Figure 1. Clock network drawn from the DEF (run 1).
The bar under the picture is 10 um long.
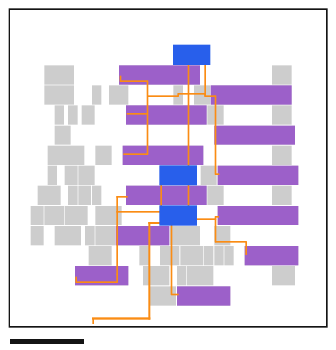
Figure 2. Wiring by layer (run 1).
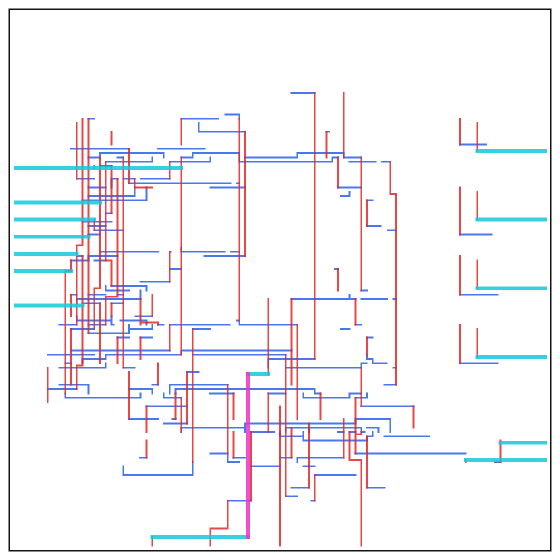
Figure 3. Signal wires on met3 (run 1).
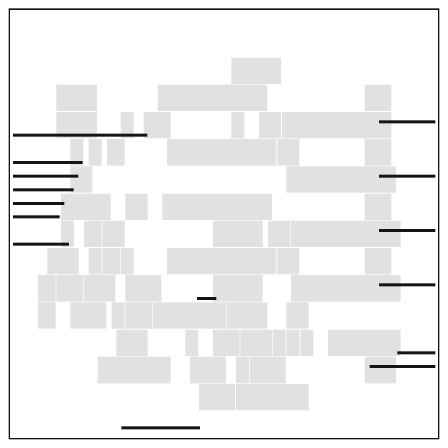
$ cat src/rtl/alu_controle_pipe.sv
// alu_controle_pipe: ALU control decode for the pipelined RISC-V datapath,
// followed by STAGES valid/ready register slots. Illegal encodings are coded
// as 1111 and flagged, and they travel down the pipe like any other entry.
// Optional feature macro: CONTADOR_ILEGAL_EN adds the saturating cont_ilegal
// counter of illegal entries handed downstream.
module alu_controle_pipe #(
    parameter int unsigned OP_W   = 4,
    parameter int unsigned STAGES = 2,
    parameter int unsigned CNT_W  = 8
) (
    input  logic            clk,
    input  logic            reset,
    input  logic            in_valido,
    output logic            in_pronto,
    input  logic [1:0]      ALUop,
    input  logic [2:0]      funct3,
    input  logic            funct7_5,
    output logic            out_valido,
    input  logic            out_pronto,
    output logic [OP_W-1:0] operacao_selecionada,
    output logic            op_ilegal
`ifdef CONTADOR_ILEGAL_EN
    ,
    output logic [CNT_W-1:0] cont_ilegal
`endif
);

    typedef enum logic [3:0] {
        OP_AND     = 4'b0000,
        OP_OR      = 4'b0001,
        OP_ADD     = 4'b0010,
        OP_SLL     = 4'b0011,
        OP_XOR     = 4'b0100,
        OP_SRL     = 4'b0101,
        OP_SUB     = 4'b0110,
        OP_SRA     = 4'b0111,
        OP_SLT     = 4'b1000,
        OP_SLTU    = 4'b1001,
        OP_ILLEGAL = 4'b1111
    } alu_op_e;

    if (OP_W < 4 || STAGES < 1 || STAGES > 4 || CNT_W < 1) begin : g_param_check
        $error("alu_controle_pipe: OP_W must be >= 4, STAGES 1..4, CNT_W >= 1");
    end

    alu_op_e             dec_op;
    logic                dec_ilegal;
    logic [OP_W-1:0]     dec_op_ext;

    logic [STAGES-1:0]   slot_valid;
    logic [STAGES-1:0]   slot_ilegal;
    logic [OP_W-1:0]     slot_op [STAGES];
    logic [STAGES-1:0]   pronto;

    // Decode ALUop/funct3/funct7_5 into an operation code at the pipe input.
    // For I-type, bit 30 is immediate data except for SRAI; only SLLI with it
    // set is an illegal encoding.
    always_comb begin
        dec_op     = OP_ADD;
        dec_ilegal = 1'b0;
        unique case (ALUop)
            2'b00: dec_op = OP_ADD;
            2'b01: dec_op = OP_SUB;
            default: begin
                unique case (funct3)
                    3'b000: dec_op = (funct7_5 && !ALUop[0]) ? OP_SUB : OP_ADD;
                    3'b001: dec_op = OP_SLL;
                    3'b010: dec_op = OP_SLT;
                    3'b011: dec_op = OP_SLTU;
                    3'b100: dec_op = OP_XOR;
                    3'b101: dec_op = funct7_5 ? OP_SRA : OP_SRL;
                    3'b110: dec_op = OP_OR;
                    default: dec_op = OP_AND;
                endcase
                if (funct7_5 && funct3 != 3'b000 && funct3 != 3'b101 &&
                    (!ALUop[0] || funct3 == 3'b001)) begin
                    dec_ilegal = 1'b1;
                end
            end
        endcase
        if (dec_ilegal) begin
            dec_op = OP_ILLEGAL;
        end
    end

    assign dec_op_ext = OP_W'(dec_op);

    // Ready chain from the output slot back to the input: a slot may load when
    // it is empty or the slot after it can load.
    always_comb begin
        pronto = '0;
        pronto[STAGES-1] = !slot_valid[STAGES-1] | out_pronto;
        for (int unsigned k = 1; k < STAGES; k++) begin
            pronto[STAGES-1-k] = !slot_valid[STAGES-1-k] | pronto[STAGES-k];
        end
    end

    // Slot registers: load from upstream when ready, otherwise hold.
    always_ff @(posedge clk) begin
        if (reset) begin
            slot_valid  <= '0;
            slot_ilegal <= '0;
            for (int unsigned i = 0; i < STAGES; i++) begin
                slot_op[i] <= '0;
            end
        end else begin
            if (pronto[0]) begin
                slot_valid[0]  <= in_valido;
                slot_op[0]     <= dec_op_ext;
                slot_ilegal[0] <= dec_ilegal;
            end
            for (int unsigned i = 1; i < STAGES; i++) begin
                if (pronto[i]) begin
                    slot_valid[i]  <= slot_valid[i-1];
                    slot_op[i]     <= slot_op[i-1];
                    slot_ilegal[i] <= slot_ilegal[i-1];
                end
            end
        end
    end

    assign in_pronto            = pronto[0] & !reset;
    assign out_valido           = slot_valid[STAGES-1];
    assign operacao_selecionada = slot_op[STAGES-1];
    assign op_ilegal            = slot_ilegal[STAGES-1];

`ifdef CONTADOR_ILEGAL_EN
    // Count illegal entries taken by the downstream stage, saturating.
    always_ff @(posedge clk) begin
        if (reset) begin
            cont_ilegal <= '0;
        end else if (out_valido && out_pronto && op_ilegal && cont_ilegal != '1) begin
            cont_ilegal <= cont_ilegal + CNT_W'(1);
        end
    end
`endif

endmodule

$ cat config.mk
export PLATFORM = sky130hd
export DESIGN_NAME = alu_controle_pipe
export DESIGN_NICKNAME = d
export VERILOG_FILES = /design/src/rtl/alu_controle_pipe.sv
export SDC_FILE = /design/constraint.sdc
export NUM_CORES = 1
export LEC_CHECK = 0
export CAP_MARGIN = 20
export CORE_MARGIN = 2
export CORE_UTILIZATION = 40
export CTS_BUF_LIST = sky130_fd_sc_hd__clkbuf_8 sky130_fd_sc_hd__clkbuf_16
export DETAILED_ROUTE_END_ITERATION = 10
export DONT_BUFFER_PORTS = 1
export GPL_TIMING_DRIVEN = 0
export SKIP_CTS_REPAIR_TIMING = 1
export SLEW_MARGIN = 20
export SYNTH_ARGS = -nofsm -noshare
export SYNTH_HDL_FRONTEND = slang
export SYNTH_SLANG_ARGS = --single-unit
$ cat constraint.sdc
create_clock -name clk -period 2.2 [get_ports clk]
set_clock_uncertainty 0.2 [all_clocks]
set_input_delay 0.22 -clock clk [delete_from_list [all_inputs] [get_ports clk]]
set_output_delay 0.22 -clock clk [all_outputs]
set_load 0.01 [all_outputs]
==> flow_metrics.py, run 1 <==
# Physical implementation metrics
metrics = {
    "setup_path": {
        "start_kind": "flop",
        "cpPeakStageDelay_ps": 540,
        "critPathSlowestCell": "dlygate4sd3_1",
    },
    "floorplan": {
        "die-area_sq_um": 1831,
        "core_sq_um": 1350,
    },
    "job": {
        "maxCapViolations": 0,
    },
    "final_timing": {
        "worst_pin_slew_ps": 246.3,
        "finalSetupViolations": 0,
        "slew_headroom_pct": 83.54,
        "holdWs_ps": -4.450,
        "final_hold_viol_count": 1,
        "slew_viol_final": 0,
        "period_minus_slack_ps": 1751,
        "fin_tns_setup_ps": 0,
        "fin_crit_sh_pct": 79.59,
    },
    "power": {
        "finalPower_mw": 0.5034,
        "seq_power_share_pct": 51.2,
        "clkPwrFrac_pct": 39.2,
        "p_leak_nw": 0.2908,
    },
    "cts": {
        "clk_pin_slew_ps": 50,
        "cts_tree": "built",
    },
    "finish": {
        "drive_gt1_share_pct": 20.63,
        "syn2layout_area_growth_pct": 17.26,
        "num_antenna_cells": 0,
        "numSequentialCells": 12,
        "sh_seq_area_pct": 45.39,
        "fin_nets": 74,
        "regArea_sq_um": 320.3,
        "inverters": 2,
    },
    "status": {
        "failed_checks": "negative hold slack",
        "outcome": "finished, violations left",
    },
    "route": {
        "drt-initial-drc-count": 8,
        "antenna_left": 0,
        "via_per_inst": 5.321,
        "route.detailed.drc": 0,
    },
    "placed_design": {
        "portBuffers": 0,
    },
    "synth": {
        "synth_cell_type_count": 25,
        "synth_area_leader_cell": "edfxtp_1",
        "yosysWarnings": 0,
        "synth_flops": 12,
        "ys_cells": 55,
    },
    "grt": {
        "grt_pass1_vias": 370,
        "grt.met1_usage_pct": 13.79,
        "grt_max_degree": 10,
        "antenna_found_initial": 0,
    },
}
## Picture notes: Figure 1
[clock wires] orange | length: 157 um
[flip-flops] purple | count: 12
[clock-net drivers] blue | count: 3
routed clock nets	4

## Picture notes: Figure 2
layer	colour	wire length
M2	red	419 um
M3	cyan	86.7 um
M4	magenta	12.9 um
M1	blue	385 um

## Picture notes: Figure 3
longest straight run	13.1 um
share of all routed wire	9.6%

-- run 1: synthesized netlist by cell type --
| master | instances |
|---|---|
| a21oi_1 | 5 |
| o22ai_1 | 1 |
| nand2b_4 | 1 |
| and2_4 | 1 |
| edfxtp_1 | 8 |
| nor2b_2 | 1 |
| inv_1 | 1 |
| maj3_2 | 1 |
| buf_4 | 4 |
| mux2i_1 | 1 |
| nand2b_1 | 1 |
| a32oi_1 | 1 |
| nand2_1 | 3 |
| nand3b_1 | 2 |
| nand4_1 | 1 |
| inv_2 | 1 |
| nor2_4 | 1 |
| o21a_1 | 2 |
| and2_1 | 4 |
| dfxtp_1 | 4 |
| and3_1 | 1 |
| o2111a_1 | 1 |
| a2bb2oi_1 | 1 |
| nor2_1 | 7 |
| o41ai_1 | 1 |
-- run 1: layout by cell type (no fill, tap or decap), types with 2 or more instances in the layout --
cell	instances
nor2_1	7
dfxtp_1	4
edfxtp_1	8
and2_1	4
buf_4	4
nand2_1	3
clkbuf_8	3
o21a_1	2
a21oi_1	5
inv_1	2
nand3b_1	2
dlygate4sd3_1	4
-- run 1: layer usage --
metal	share of wire, %	vias up
met5	0	-
met4	1.3	0
met3	9.5	2
met2	46	16
met1	43	185
li1	-	212
-- run 1: through the flow --
step,area (sq um),instances,utilization (%)
global route,705.7,78,52.27
detailed placement,620.6,70,45.97
floorplan,601.8,55,-
global placement,620.6,70,45.97
CTS,665.6,74,49.30
finish,705.7,78,52.27
-- run 1: power by group through the flow --
stage                     logic (mW)  clock network, mW  registers, mW
after CTS                     0.0425              0.203          0.258
after global routing          0.0532              0.217          0.259
final                         0.0483              0.197          0.258
after global placement        0.0415                  0          0.262
after detailed placement      0.0421                  0          0.262
after floorplan               0.0378                  0          0.262
-- run 1: path summary, 6_finish.rpt --
kind | startpoint | to | slack (ps) | cells past startpoint
worst max register to register | slot_valid[1]$_SDFFE_PP0P_ | slot_valid[0]$_SDFFE_PP0N_ | 450 | 5
worst min register to register | slot_ilegal[0]$_SDFFE_PP0N_ | slot_ilegal[0]$_SDFFE_PP0N_ | 290 | 2
worst min-delay path | out_pronto | slot_valid[1]$_SDFFE_PP0P_ | -4 | 3
worst max-delay path | slot_valid[1]$_SDFFE_PP0P_ | slot_valid[0]$_SDFFE_PP0N_ | 450 | 5
-- run 1: flip-flops by register name, summed over array words and instances (netlist names) --
signal / flops
slot_valid: 2
slot_op: 8
slot_ilegal: 2
-- run 1: kinds of logic (layout without fill, tap and decap cells) --
| logic type | count (synthesis) | in the layout | synth area share (%) |
|---|---|---|---|
| compound gates | 12 | 12 | 13.93 |
| fa+ha+maj | 1 | 1 | 1.871 |
| buf+inv | 6 | 14 | 6.236 |
| flops | 12 | 12 | 53.22 |
| mux | 1 | 1 | 1.663 |
| simple gates | 23 | 23 | 23.08 |
-- run 1: worst max-delay path, delay by kind of cell (launching register included) --
kind                   cells  cell delay [ps]
and+or+nand+nor            4              590
DFF                        1              360
buffers and inverters      1              540
--- run 2 (diff from run 1) ---
- clock period: 2.2 -> 1.62 ns (I/O delays scaled with it)
==> run 2 against run 1 <==
  * The run still ends with negative hold slack left
  * Sequential share of layout area down 0.63 points
  * Register-to-register slack worse by 350 ps
  * Design area grew 1.4%
  * Non-clock buffer count is 1 higher
  * Clock power grew 35%
  * Synthesized cell count unchanged
  * Total power up 36%
  * Sequential cell count unchanged
  * Combinational power increased by 42%
  * Sequential power up 36%
  * Cell count increased by 1.3%
  * First-iteration DRC count is 25% lower
  * Highest routed layer unchanged
==> flow_metrics.py, run 2 <==
# Physical implementation metrics
metrics = {
    "status": {
        "outcome": "finished, violations left",
        "failed_checks": "negative hold slack",
    },
    "synth": {
        "common_cells": "edfxtp_1, nor2_1, a21oi_1",
        "synth_flops": 12,
        "edf_count": 8,
        "ys.flop_type": "edfxtp_1",
        "yosysMostFrequentCell": "edfxtp_1",
        "yosysWarnings": 0,
    },
    "power": {
        "p_leak_nw": 0.2950,
    },
    "finish": {
        "largest_reg_flops": 8,
        "drive_gt1_share_pct": 20.31,
        "fin_nets": 75,
        "top_register": "slot_op",
        "layout_top_cell": "edfxtp_1",
        "syn2layout_area_growth_pct": 18.92,
    },
    "route": {
        "drt-initial-drc-count": 6,
        "route.detailed.drc": 0,
        "antenna_left": 0,
    },
    "final_timing": {
        "final_hold_viol_count": 3,
        "finalSetupViolations": 0,
        "holdWs_ps": -58.85,
        "period_minus_slack_ps": 1520,
        "fin_tns_setup_ps": 0,
        "fin_crit_sh_pct": 93.82,
    },
    "setup_path": {
        "start_kind": "flop",
        "critPathSlowestCell": "dfxtp_1",
    },
    "placed_design": {
        "placed_area_sq_um": 620.6,
        "portBuffers": 0,
    },
    "grt": {
        "grt_pass1_vias": 370,
        "grt_max_degree": 10,
    },
    "floorplan": {
        "die-area_sq_um": 1831,
        "core_sq_um": 1350,
    },
    "cts": {
        "cts_tree": "built",
    },
}
-- run 2: power by group through the flow --
stage	sequential [mW]	clock, mW	combinational, mW
2_1_floorplan	0.355	0	0.0513
3_5_place_dp	0.356	0	0.0572
4_1_cts	0.350	0.276	0.0577
6_report	0.350	0.266	0.0688
5_1_grt	0.352	0.296	0.0754
3_3_place_gp	0.356	0	0.0564
-- run 2: critical path, delay by kind of cell (launching register included) --
| kind | cells | cell delay, ps |
|---|---|---|
| flip-flops | 1 | 360 |
| AND/OR/NAND/NOR | 4 | 720 |
-- run 2: cell families after synthesis --
family	Yosys count	synth area share, %
buffers and inverters	6	6.236
AND-OR/OR-AND	12	13.93
adder cells (fa/ha/maj)	1	1.871
AND/OR/NAND/NOR	23	23.08
flip-flops	12	53.22
multiplexers	1	1.663
-- run 2: cell type report --
class / instances / area (sq um) / share of cell area, %
Clock inverter: 1 / 3.754 / 0.5245
Multi-Input combinational cell: 37 / 244.0 / 34.09
Buffer: 4 / 30.03 / 4.196
Clock buffer: 3 / 41.29 / 5.769
Tap cell: 15 / 18.77 / 2.622
Sequential cell: 12 / 320.3 / 44.76
Timing Repair Buffer: 5 / 50.05 / 6.993
Inverter: 2 / 7.507 / 1.049
-- run 2: through the flow --
step / util, % / std cells / power [mW]
4_1_cts: 49.30 / 74 / 0.6837
6_report: 53.01 / 79 / 0.6852
3_3_place_gp: 45.97 / 70 / 0.4124
5_1_grt: 53.01 / 79 / 0.7231
3_5_place_dp: 45.97 / 70 / 0.4135
2_1_floorplan: - / 55 / 0.4066
-- run 2: metal layers --
metal | vias up | track usage (%) | wire length, um
met4 | 0 | 9.375 | 12
met1 | 195 | 13.79 | 379
met5 | - | 0 | 0
li1 | 214 | - | -
met2 | 16 | 16.06 | 453
met3 | 2 | 3.404 | 86
-- run 2: final timing paths --
path / end / from / cells after the start / slack, ps
setup reg to reg: slot_op[0][3]$_SDFFCE_PN0P_ / slot_valid[1]$_SDFFE_PP0P_ / 4 / 100
setup / recovery: slot_op[0][3]$_SDFFCE_PN0P_ / slot_valid[1]$_SDFFE_PP0P_ / 4 / 100
hold / removal: slot_valid[1]$_SDFFE_PP0P_ / out_pronto / 3 / -60
hold reg to reg: slot_ilegal[0]$_SDFFE_PP0N_ / slot_ilegal[0]$_SDFFE_PP0N_ / 2 / 290
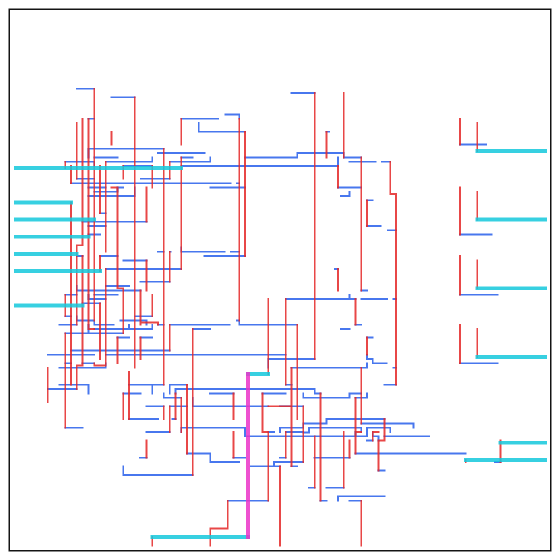
Figure 4: run 2, wiring by layer.
layer	colour	wire length
M1	blue	379 um
M4	magenta	12.9 um
M2	red	453 um
M3	cyan	86.7 um
All-Layer GR Usage: 11.31%
via count: 427
drt wl/cell: 11.80 um

--- run 3 (diff from run 2) ---
- HOLD_SLACK_MARGIN: unset -> 0.02
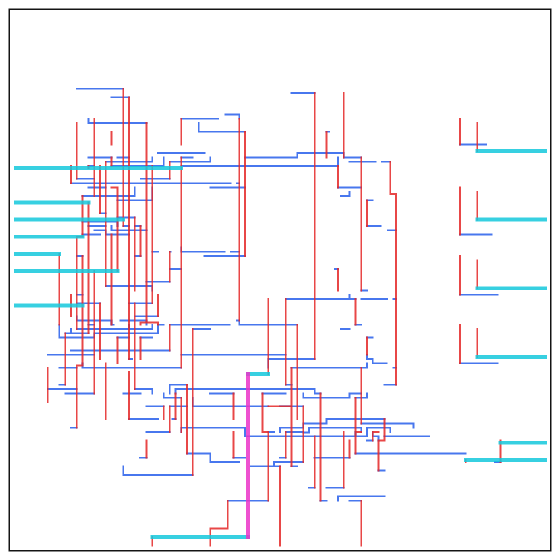
Figure 5: run 3, wiring by layer.
layer	colour	wire length
M1	blue	378 um
M4	magenta	12.9 um
M2	red	457 um
M3	cyan	89.9 um

==> run 3 against run 2 <==
  * The run still ends with negative hold slack left
  * Synthesized cell count is the same
  * Sequential share of layout area is 0.62 points lower
  * Worst setup slack gained 2.9 ps
  * Via count is 0.94% higher
  * Sequential power about the same
  * Non-clock buffer count increased by 1
  * Clock power about the same
  * Total power grew 0.31%
  * Maximum frequency rose by 0.19%
  * First-iteration DRC count is 17% lower
  * Combinational power up 3%
==> flow_metrics.py, run 3 <==
# Physical implementation metrics
metrics = {
    "status": {
        "outcome": "finished, violations left",
        "failed_checks": "negative hold slack",
    },
    "synth": {
        "yosysMostFrequentCell": "edfxtp_1",
        "async_reset_ff_share_pct": 0,
        "synth_cell_type_count": 25,
        "common_cells": "edfxtp_1, nor2_1, a21oi_1",
        "ys.flop_type": "edfxtp_1",
        "ys_cells": 55,
        "edf_count": 8,
    },
    "route": {
        "drt-initial-drc-count": 5,
        "route.detailed.drc": 0,
        "drt-wirelength-per-cell_um": 11.71,
        "antenna_left": 0,
        "num_vias": 431,
        "via_per_inst": 5.388,
    },
    "setup_path": {
        "rr_startpoint": "slot_valid[1]$_SDFFE_PP0P_",
        "cp-startpoint": "slot_valid[1]$_SDFFE_PP0P_",
        "critPathSlowestCell": "dfxtp_1",
        "cpPeakStageDelay_ps": 360,
        "crit_end": "slot_op[0][3]$_SDFFCE_PN0P_",
        "worstRegToRegCells": 4,
        "rrSetupSlack_ps": 100,
        "timing.rr.end": "slot_op[0][3]$_SDFFCE_PN0P_",
        "cp_num_buf_inv": 0,
        "cp_top_family": "simple AND/OR/NAND/NOR gates",
    },
    "finish": {
        "layout_top_cell": "edfxtp_1",
        "fin_nets": 76,
        "num_antenna_cells": 0,
        "syn2layout_area_growth_pct": 20.58,
        "final_cell_mix": "edfxtp_1, nor2_1, dlygate4sd3_1",
    },
    "cts": {
        "clk_pin_slew_ps": 50,
        "cts_tree": "built",
    },
    "grt": {
        "grt_busiest_layer": "met2",
        "antenna_found_initial": 0,
        "grt.met1_usage_pct": 13.79,
        "grt_max_degree": 10,
        "track_usage_pct": 11.31,
        "met2_usage_pct": 16.06,
        "use_met3_pct": 3.404,
    },
    "final_timing": {
        "worst_pin_slew_ps": 242.2,
        "finalSetupViolations": 0,
        "fin_tns_setup_ps": 0,
        "holdWs_ps": -58.92,
        "period_minus_slack_ps": 1517,
        "final_hold_viol_count": 2,
    },
    "power": {
        "clkPwrFrac_pct": 38.7,
        "seq_power_share_pct": 51.0,
    },
    "placed_design": {
        "portBuffers": 0,
    },
    "job": {
        "maxCapViolations": 0,
    },
    "floorplan": {
        "die-area_sq_um": 1831,
    },
}
## run 3: cell types whose count changed in the layout (fill, tap and decap cells not counted), sizes merged
cell,previous run,this run
dlygate4sd3,5,6
## run 3: layer usage
layer  part of all wire, %  vias to the layer above  wire length (um)
met3                   9.5                        2                89
li1                      -                      217                 -
met5                     0                        -                 0
met2                    49                       17               456
met4                   1.3                        0                12
met1                    40                      195               378
## run 3: metrics by stage
| step | hold slack [ps] | utilization (%) | power, mW | cells | instance area, sq um |
|---|---|---|---|---|---|
| after floorplan | 34.38 | - | 0.4066 | 55 | 601.8 |
| after global placement | 35.66 | 45.97 | 0.4124 | 70 | 620.6 |
| after detailed placement | 37.75 | 45.97 | 0.4135 | 70 | 620.6 |
| after CTS | -211.4 | 49.30 | 0.6837 | 74 | 665.6 |
| after global routing | -46.96 | 53.75 | 0.7254 | 80 | 725.7 |
| final | -58.92 | 53.75 | 0.6873 | 80 | 725.7 |
## run 3: worst reg2reg max path, delay by kind of cell, from the launching register on
family | cells | cell delay, ps
simple gates | 4 | 720
flops | 1 | 360
## run 3: area by class of cell
| type | instances | area, sq um |
|---|---|---|
| inverter | 2 | 7.507 |
| multi-input combinational | 37 | 244.0 |
| clock inverter | 1 | 3.754 |
| buffer | 4 | 30.03 |
| tap | 15 | 18.77 |
| sequential | 12 | 320.3 |
| fill | 135 | 624.3 |
| timing repair buffer | 6 | 60.06 |
| clock buffer | 3 | 41.29 |
## run 3: worst min-delay path by stage
stage / slack, ps / end / cells past startpoint
global route: -50 / slot_valid[1]$_SDFFE_PP0P_ / 3
finish: -60 / slot_valid[1]$_SDFFE_PP0P_ / 3
detailed placement: 40 / slot_valid[0]$_SDFFE_PP0N_ / 1
floorplan: 30 / slot_ilegal[1]$_SDFFE_PP0P_ / 1
global placement: 40 / slot_valid[0]$_SDFFE_PP0N_ / 1
CTS: -210 / slot_valid[0]$_SDFFE_PP0N_ / 1
## run 3: logic make-up (layout without fill, tap and decap cells)
family                     Yosys count  count (layout)  synth area share (%)
and+or+nand+nor                     23              23                 23.08
AOI/OAI and AO/OA                   12              12                 13.93
DFF                                 12              12                 53.22
buffers and inverters                6              16                 6.236
adders and majority gates            1               1                 1.871
muxes                                1               1                 1.663
## run 3: power groups by stage
stage,sequential [mW],combinational (mW),clock (mW)
4_1_cts,0.350,0.0577,0.276
5_1_grt,0.352,0.0777,0.296
3_5_place_dp,0.356,0.0572,0
2_1_floorplan,0.355,0.0513,0
6_report,0.350,0.0708,0.266
3_3_place_gp,0.356,0.0564,0
Power figures rest on the tool's default switching activity, not on a simulated workload.
